==> config.mk <==
export PLATFORM = sky130hd
export DESIGN_NAME = change_dispenser_flat
export DESIGN_NICKNAME = d
export VERILOG_FILES = /design/src/rtl/change_dispenser_if.sv /design/src/rtl/change_dispenser.sv /design/src/flat_wrapper.sv
export SDC_FILE = /design/constraint.sdc
export NUM_CORES = 1
export LEC_CHECK = 0
export CORE_UTILIZATION = 45
export DETAILED_ROUTE_END_ITERATION = 8
export GPL_TIMING_DRIVEN = 0
export PLACE_DENSITY = 0.7
export SKIP_LAST_GASP = 1
export SLEW_MARGIN = 20
export SYNTH_ARGS = -nofsm -noshare
export SYNTH_HDL_FRONTEND = slang
export SYNTH_SLANG_ARGS = --single-unit
==> constraint.sdc <==
create_clock -name clk -period 5 [get_ports clk]
set_clock_uncertainty 0.05 [all_clocks]
set_input_delay 1 -clock clk [delete_from_list [all_inputs] [get_ports clk]]
set_output_delay 1 -clock clk [all_outputs]
set_load 0.01 [all_outputs]
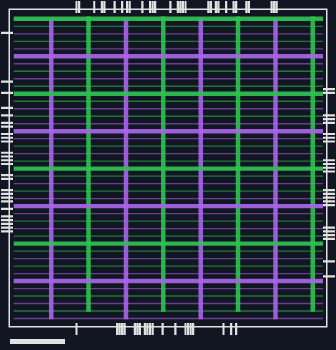
(floorplan with the power grid)
Scale bar: 20 um. Pins as bars on the die edge.
| color | net |
|---|---|
| green | VDD |
| purple | VSS |
signal pins: 100
rows: 40
met1 rails: 41
core area: 12200 um^2
maximum VDD drop: 0.000335 V
die y size: 115 um
Die W: 115 um

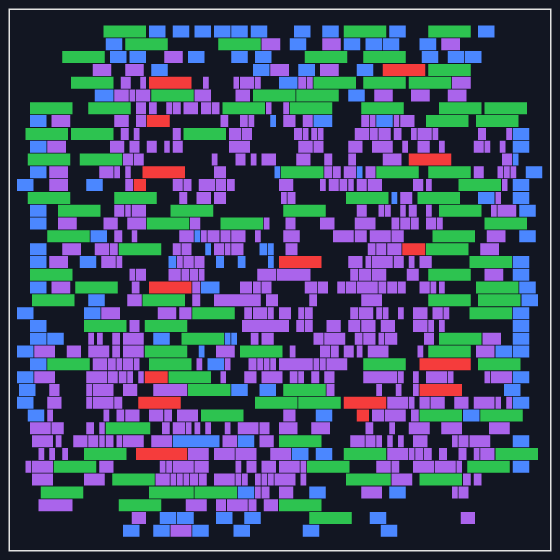
(cells colored by class)
| color | class | cells | share of their area |
|---|---|---|---|
| blue | remaining buffers and delay cells | 120 | 16% |
| purple | combinational and other logic | 456 | 46% |
| green | sequential cells | 96 | 34% |
| red | clock drivers and dummy loads | 16 | 4.8% |
Util after Layout: 0.600
row count: 40
Seq/total area: 0.328
final instance area: 7330 um^2

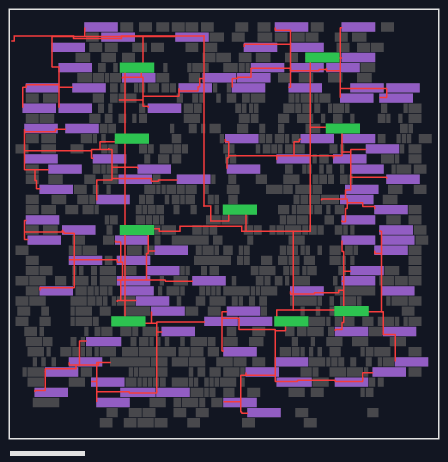
(clock network drawn from the DEF)
Scale bar: 20 um.
[red] clock wires | length: 1250 um
[purple] flip-flops | count: 96
[green] clock drivers | count: 9
routed clock nets: 10
flops lie: all over the die
Clock Power Share: 0.202
clock latency on the worst-skew pair: 0.35 ns
Power Clock: 778 uW

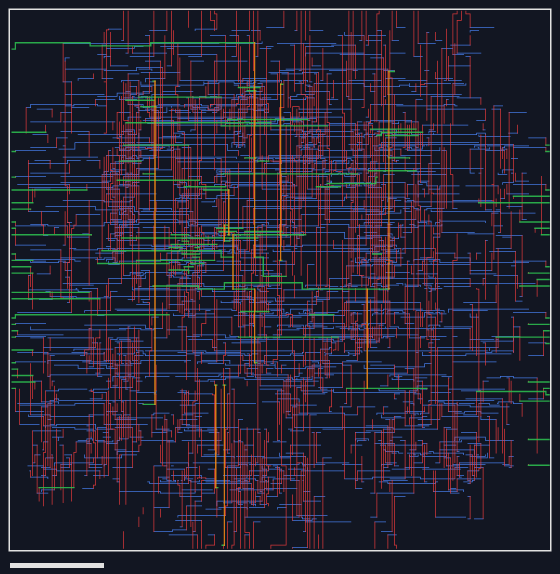
(routed metal, one color a layer)
Scale bar: 20 um.
| color | layer | wire length |
|---|---|---|
| blue | metal 1 | 6700 um |
| green | metal 3 | 848 um |
| orange | metal 4 | 315 um |
| red | metal 2 | 7330 um |
Final Routed Wirelength: 15.2 mm
Total GRT Usage: 0.245
Vias: 4797

==> flow_metrics.env <==
# yosys + openroad results
export IMPL_status="finished, final reports clean"
export IMPL_holdPathStages=2
export IMPL_stdcell_count=856
export IMPL_path_cells="or4_4 -> or4_1 -> buf_2 -> or4_1 -> nand3_1 -> nand2_1 -> ha_1 -> fa_1 -> nor2b_1 -> o2111ai_1 -> a31oi_2 -> nor2_1 -> a211oi_1 -> a21oi_1"
export IMPL_rsz0062_at_grt="no"
export IMPL_critPathKind="register to register"
export IMPL_io_pins=100
export IMPL_cts_root_buf="clkbuf_16"
export IMPL_detail_route_wl_per_cell_um=17.8
export IMPL_synth_avg_cell_area_um2=10.0
export IMPL_hp_class="register to register"
export IMPL_tightestPinTransition_ns=0.640
export IMPL_path_clk_slew_ns=0.07
export IMPL_cts_sinks=96
export IMPL_warning_count=41
export IMPL_fin_crit_sh=0.932
export IMPL_path_max_fanout=7
export IMPL_max_slew_margin_rel=0.570
export IMPL_drc=0
export IMPL_finalMaxSlewViolations=0
export IMPL_grt_pass1_wl_mm=24.7
export IMPL_seqPwrFrac=0.328
export IMPL_dpl_cell_area_um2=6950
export IMPL_setup_violations_final=0
export IMPL_pre_cts_ws_ns=0.118
export IMPL_cp_start_kind="register"
export IMPL_r2r_slack_ns=0.34
export IMPL_end_kind="register"
export IMPL_edf_count=0
export IMPL_p_leak_uw=0.00331
export IMPL_gp_congestion=0.892
export IMPL_async_flop_share=1.00
export IMPL_synth_distinct_cells=62
export IMPL_tritoncts="yes"
export IMPL_slowest_stage="or4_4"
export IMPL_power_frac_comb=0.469
export IMPL_post_route_min_period_ns=4.66
export IMPL_cp_required_ns=5.15
export IMPL_detail_route_iter0_violations=321
export IMPL_syn_nets=664
export IMPL_ys_cells=572
export IMPL_gr_total_overflow=0
export IMPL_critical_path_most_common_cell="or4_1"
export IMPL_p_switching_uw=1490
export IMPL_flop_cell="dfrtp_1"
export IMPL_hold_viol_final=0
export IMPL_grt_pass1_vias=4950
export IMPL_die_area_um2=13200
export IMPL_htreeDepth=3
export IMPL_synth_top_area_share=0.407
export IMPL_first_pass_iters=5
export IMPL_grt_antenna_before_repair=0
export IMPL_diodes=0
export IMPL_grt_max_degree=57
export IMPL_synthTopCellsByArea="dfrtp_1, ha_1, mux2_1"
export IMPL_power_density_nw_per_um2=525
export IMPL_syn_area_um2=5720
export IMPL_critPathArrivalTime_ns=4.81
export IMPL_ys_warn_count=0
export IMPL_dp_hpwl_mm=11.3
export IMPL_yosysMostFrequentCell="dfrtp_1"
export IMPL_power_uw=3850
==> per-stage QoR <==
stage           util  hold WS [ns]  setup TNS, ns
3_3_place_gp   0.567         0.406          -8.56
3_5_place_dp   0.569         0.424              0
6_report       0.600         0.430              0
4_1_cts        0.597         0.438              0
2_1_floorplan      -         0.392              0
5_1_grt        0.600         0.463              0
==> critical path: cells and delay by family, from the launching register on <==
kind                       cells  cell delay, ns
buffers and inverters          1            0.18
adders and majority gates      2            0.63
DFF                            1            0.47
AOI/OAI and AO/OA              4            1.01
and+or+nand+nor                7            2.16
==> cell families (layout without fill, tap and decap cells) <==
kind of cell / Yosys count / in the layout / synth area share
adders and majority gates: 54 / 54 / 0.123
AOI/OAI and AO/OA: 132 / 132 / 0.161
xor gates and xnor gates: 21 / 21 / 0.0322
DFF: 96 / 96 / 0.421
and+or+nand+nor: 168 / 168 / 0.147
muxes: 33 / 33 / 0.0648
buffers and inverters: 68 / 184 / 0.0508
==> layout make-up <==
class,instances,area (um^2),area share
Multi-Input combinational cell,408,3060,0.417
Sequential cell,96,2410,0.328
Timing Repair Buffer,100,1020,0.139
Clock buffer,12,267,0.0364
Tap cell,168,210,0.0287
Inverter,48,185,0.0253
Buffer,20,110,0.0150
Clock inverter,4,75.1,0.0102
==> layer usage <==
layer,track usage,up-vias,part of all wire
met5,0,-,0
met4,0.0900,0,0.021
met3,0.0524,26,0.056
met2,0.401,165,0.48
met1,0.320,2329,0.44
li1,-,2277,-
==> power by group through the flow <==
| stage | Clock [uW] | Combinational, uW | Sequential (uW) |
|---|---|---|---|
| final | 778 | 1810 | 1260 |
| after global routing | 820 | 2030 | 1290 |
| after CTS | 792 | 1800 | 1260 |
| after detailed placement | 0 | 1780 | 1270 |
| after global placement | 0 | 1690 | 1250 |
| after floorplan | 0 | 1230 | 1240 |
==> layout by cell type, fill, tap and decap left out, types with 5 or more instances in the layout <==
cell | synthesis | routed
a21o_1 | 6 | 6
nand3_1 | 11 | 11
xnor2_1 | 14 | 14
nor2_1 | 52 | 52
nand2b_1 | 8 | 8
nand2_1 | 34 | 34
inv_1 | 47 | 46
clkbuf_1 | 10 | 10
o21ai_0 | 22 | 22
or3_1 | 9 | 9
clkdlybuf4s50_1 | 0 | 99
o22ai_1 | 6 | 6
xor2_1 | 7 | 7
dfrtp_1 | 93 | 93
and2_1 | 5 | 5
nor3_1 | 15 | 15
ha_1 | 50 | 50
a21oi_1 | 28 | 28
mux2_1 | 29 | 29
a31oi_1 | 13 | 12
o211ai_1 | 5 | 5
o22a_1 | 5 | 5
o31a_1 | 5 | 5
clkbuf_16 | 0 | 9
a22oi_1 | 5 | 5
nand4_1 | 10 | 10
Power figures rest on the tool's default switching activity, not on a simulated workload.
